File: config.mk
export PLATFORM = sky130hd
export DESIGN_NAME = multi_timer_flat
export DESIGN_NICKNAME = d
export VERILOG_FILES = /design/src/rtl/multi_timer_if.sv /design/src/rtl/multi_timer.sv /design/src/flat_wrapper.sv
export SDC_FILE = /design/constraint.sdc
export NUM_CORES = 1
export LEC_CHECK = 0
export CAP_MARGIN = 25
export CORE_MARGIN = 5
export CORE_UTILIZATION = 45
export DETAILED_ROUTE_END_ITERATION = 8
export SETUP_SLACK_MARGIN = 0.15
export SYNTH_ARGS = -nofsm -noshare
export SYNTH_HDL_FRONTEND = slang
export SYNTH_SLANG_ARGS = --single-unit
File: constraint.sdc
create_clock -name clk -period 7.15 [get_ports clk]
set_input_delay 1.7875 -clock clk [delete_from_list [all_inputs] [get_ports clk]]
set_output_delay 1.7875 -clock clk [all_outputs]
set_load 0.005 [all_outputs]
File: src/rtl/multi_timer_if.sv
// Register bus between a CPU-side master and the multi_timer block.
// addr is a byte address; rd is combinational read data for addr.
interface multi_timer_if #(
  parameter int ADDR_W = 8
);
  logic [ADDR_W-1:0] addr;
  logic              we;
  logic [31:0]       wd;
  logic [31:0]       rd;

  modport master (output addr, we, wd, input  rd);
  modport slave  (input  addr, we, wd, output rd);
endinterface

File: src/rtl/multi_timer.sv
// multi_timer: NCH independent down-counting timer channels behind a small
// register bus. Per channel: CTRL (reg 0), PRESET (reg 1), COUNT (reg 2, RO).
// CTRL = {DIV[7:5], PEND[4], IM[3], MODE[2:1], EN[0]}.

// One timer channel: register file, prescaler and IDLE/LOAD/CNT/INT FSM.
module multi_timer_ch #(
  parameter int CNT_W = 32
) (
  input  logic             clk,
  input  logic             reset,
  input  logic             i_wr_ctrl,
  input  logic             i_wr_preset,
  input  logic [31:0]      i_wd,
  output logic [7:0]       o_ctrl,
  output logic [CNT_W-1:0] o_preset,
  output logic [CNT_W-1:0] o_count,
  output logic             o_irq
);
  typedef enum logic [1:0] {S_IDLE, S_LOAD, S_CNT, S_INT} state_t;

  state_t           r_state;
  logic             r_en;
  logic [1:0]       r_mode;
  logic             r_im;
  logic             r_pend;
  logic [2:0]       r_div;
  logic [CNT_W-1:0] r_preset;
  logic [CNT_W-1:0] r_count;
  logic [6:0]       r_psc;

  logic [6:0]       w_mask;
  logic             w_tick;
  logic             w_unused;

  // Tick when the low DIV prescaler bits are all ones: every 2^DIV CNT cycles.
  always_comb begin
    w_mask = 7'((8'd1 << r_div) - 8'd1);
    w_tick = ((r_psc & w_mask) == w_mask);
  end

  // Channel state. Statement order encodes priorities: software EN beats the
  // one-shot EN clear, and INT setting PEND beats any PEND clear.
  always_ff @(posedge clk or negedge reset) begin
    if (!reset) begin
      r_state  <= S_IDLE;
      r_en     <= 1'b0;
      r_mode   <= 2'b00;
      r_im     <= 1'b0;
      r_pend   <= 1'b0;
      r_div    <= 3'd0;
      r_preset <= '0;
      r_count  <= '0;
      r_psc    <= 7'd0;
    end else begin
      case (r_state)
        S_IDLE: if (r_en) r_state <= S_LOAD;
        S_LOAD: begin
          if (i_wr_ctrl && !i_wd[0]) begin
            r_state <= S_IDLE;
          end else begin
            r_count <= r_preset;
            r_psc   <= 7'd0;
            r_state <= S_CNT;
          end
        end
        S_CNT: begin
          if (!r_en) begin
            r_state <= S_IDLE;
          end else begin
            r_psc <= r_psc + 7'd1;
            if (w_tick) begin
              // PRESET of 0 or 1 both expire on the first tick
              if (r_count > CNT_W'(1)) begin
                r_count <= r_count - CNT_W'(1);
              end else begin
                r_count <= '0;
                r_state <= S_INT;
              end
            end
          end
        end
        S_INT: begin
          if (r_mode == 2'b01) begin
            r_state <= S_LOAD;
          end else begin
            r_en    <= 1'b0;
            r_state <= S_IDLE;
          end
        end
        default: r_state <= S_IDLE;
      endcase

      if (i_wr_ctrl) begin
        r_en   <= i_wd[0];
        r_mode <= i_wd[2:1];
        r_im   <= i_wd[3];
        r_div  <= i_wd[7:5];
        if (i_wd[4]) r_pend <= 1'b0;
      end

      // New PRESET is only picked up at the next LOAD
      if (i_wr_preset) begin
        r_preset <= i_wd[CNT_W-1:0];
        r_pend   <= 1'b0;
      end

      if (r_state == S_INT) r_pend <= 1'b1;
    end
  end

  assign o_ctrl   = {r_div, r_pend, r_im, r_mode, r_en};
  assign o_preset = r_preset;
  assign o_count  = r_count;
  assign o_irq    = r_pend & r_im;
  assign w_unused = ^i_wd;
endmodule

// Top: address decode, per-channel instances and the combinational read mux.
module multi_timer #(
  parameter int NCH    = 2,
  parameter int CNT_W  = 32,
  parameter int ADDR_W = 8
) (
  input  logic           clk,
  input  logic           reset,
  multi_timer_if.slave   bus,
  output logic [NCH-1:0] irq
);
  localparam int CH_W = ADDR_W - 4;

  logic [CH_W-1:0]             w_ch;
  logic [1:0]                  w_reg;
  logic [NCH-1:0]              w_wr_ctrl;
  logic [NCH-1:0]              w_wr_preset;
  logic [NCH-1:0][7:0]         w_ctrl;
  logic [NCH-1:0][CNT_W-1:0]   w_preset;
  logic [NCH-1:0][CNT_W-1:0]   w_count;
  logic [31:0]                 w_rd;
  logic                        w_unused;

  assign w_ch     = bus.addr[ADDR_W-1:4];
  assign w_reg    = bus.addr[3:2];
  assign w_unused = ^bus.addr[1:0];

  // Channels beyond NCH never match a decode, so their writes are dropped
  generate
    for (genvar i = 0; i < NCH; i++) begin : g_ch
      assign w_wr_ctrl[i]   = bus.we && (w_ch == CH_W'(i)) && (w_reg == 2'd0);
      assign w_wr_preset[i] = bus.we && (w_ch == CH_W'(i)) && (w_reg == 2'd1);

      multi_timer_ch #(.CNT_W(CNT_W)) u_ch (
        .clk        (clk),
        .reset      (reset),
        .i_wr_ctrl  (w_wr_ctrl[i]),
        .i_wr_preset(w_wr_preset[i]),
        .i_wd       (bus.wd),
        .o_ctrl     (w_ctrl[i]),
        .o_preset   (w_preset[i]),
        .o_count    (w_count[i]),
        .o_irq      (irq[i])
      );
    end
  endgenerate

  // Read mux from registered state only; unknown channel or reg 3 reads 0
  always_comb begin
    w_rd = '0;
    for (int i = 0; i < NCH; i++) begin
      if (w_ch == CH_W'(i)) begin
        case (w_reg)
          2'd0:    w_rd = 32'(w_ctrl[i]);
          2'd1:    w_rd = 32'(w_preset[i]);
          2'd2:    w_rd = 32'(w_count[i]);
          default: w_rd = '0;
        endcase
      end
    end
  end

  assign bus.rd = w_rd;
endmodule
File: src/flat_wrapper.sv
// flat-port wrapper written by rule: the top's interface ports become plain ports
module multi_timer_flat 
#(
  parameter int NCH    = 2,
  parameter int CNT_W  = 32,
  parameter int ADDR_W = 8
)
  (clk, reset, irq, bus_addr, bus_we, bus_wd, bus_rd);
  multi_timer_if #(.ADDR_W(ADDR_W)) bus_i ();
  input  logic clk;
  input  logic reset;
  output logic [NCH-1:0] irq;
  input wire logic [$bits(bus_i.addr)-1:0] bus_addr;
  input wire logic [$bits(bus_i.we)-1:0] bus_we;
  input wire logic [$bits(bus_i.wd)-1:0] bus_wd;
  output wire logic [$bits(bus_i.rd)-1:0] bus_rd;
  assign bus_i.addr = bus_addr;
  assign bus_i.we = bus_we;
  assign bus_i.wd = bus_wd;
  assign bus_rd = bus_i.rd;
  multi_timer #(.NCH(NCH), .CNT_W(CNT_W), .ADDR_W(ADDR_W)) u_core (.clk(clk), .reset(reset), .bus(bus_i), .irq(irq));
endmodule
==> CHANGELOG.md <==
### Physical design

- Num CTS Buffers: 17
- Period utilization: 0.873
- Core area: 20300 µm²
- Final wirelength: 28600 µm
- Antenna Diode Count: 0
- Most frequent cells in the layout: dfrtp_1, nand2_1, clkdlybuf4s50_1, o21ai_0, nor2_1
- CP delay by family, top: buffers and inverters
- Vias: 8170
- Met1 usage: 0.353
- Run status: finished, final reports clean
- Logic area: 4910 µm²
- Comb gates: 746
- CTS tree: built
- Hold Path Sink: u_core.g_ch[0].u_ch.r_im
- Clock Buffer Count: 22
- Hold Path Depth: 2
- M3 GR Usage: 0.0393
- Most frequent cell after synthesis: dfrtp_1
- Leak: 0.00445 µW
- Starting DRT DRC Count: 781
- GRT Residual Overflow: 0
- RSZ-0062 raised after global routing: no
- Maxcap violations: 0
- Main flop type after synthesis: dfrtp_1
- Die area: 23700 µm²
- Hold Crit Start: u_core.g_ch[0].u_ch.r_im
- Ratio of cells with drive above 1 in the final layout: 0.123
- Number of H-tree levels: 4
- Final setup TNS: 0 ps
- Seq cells: 162
- Slew Limit Headroom: 0.307
- Hold WC Path Type: flop to flop
- CP startpoint: bus_addr[2]
- # clock sinks: 162
- Gate power share: 0.366
- Tot Pwr: 3800 µW
- Top cells by area: dfrtp_1, mux2_2, a22oi_1, nand2_1, o21ai_0
- Fin Clk Skew: 11.8 ps
- NonClk Buf Share: 0.0809
- Met2 wire len: 13400 µm
- Post-route DRC: 0
- Placed Cells: 1284
Track usage over the die:
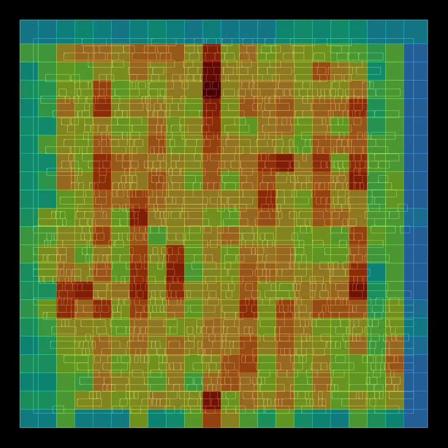
utilization after layout: 0.534
Tot GR Track Use: 0.243
GRT busiest layer: met2

The metal 1 layer:
Drawn at 3 px/µm.
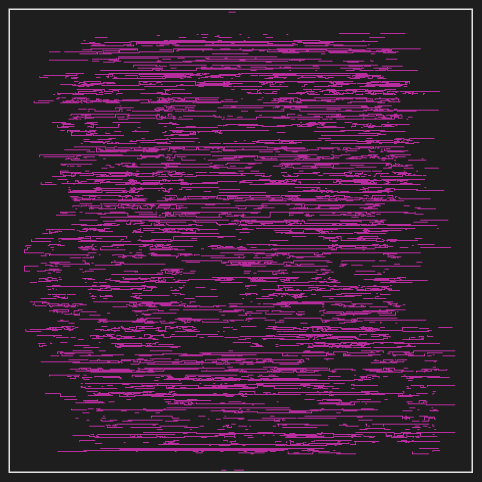
The layer holds 47% of the routed length. The layer carries 13500 µm of wire. The longest straight run is 74.5 µm. 1004 nets have wire on it.

Placed cells, one colour a class:
Drawn at 2 px/µm.
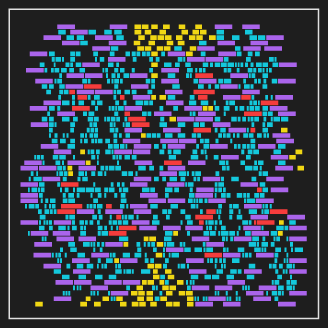
Key: cyan = combinational and other logic [cells 760, share of their area 47%]; red = clock drivers and dummy loads [cells 32, share of their area 5.8%]; yellow = other buffers and delay cells [cells 92, share of their area 8.4%]; purple = flops [cells 162, share of their area 39%]
fin area: 10800 µm²
flop share of the area: 0.374
FP Rows: 52

Cells by drive strength:
Drawn at 2 px/µm.
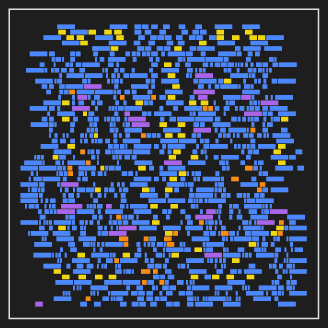
Key: blue = _0 and _1 cells [cells 917, share 88%]; yellow = _2 cells [cells 71, share 6.8%]; orange = _3 and _4 cells [cells 32, share 3.1%]; purple = _6 and larger [cells 26, share 2.5%]
slack of the critical path: 906 ps
Layout area overhead: 16.3%
nonclk buf count: 92

Power is estimated from default activity; no workload was simulated.
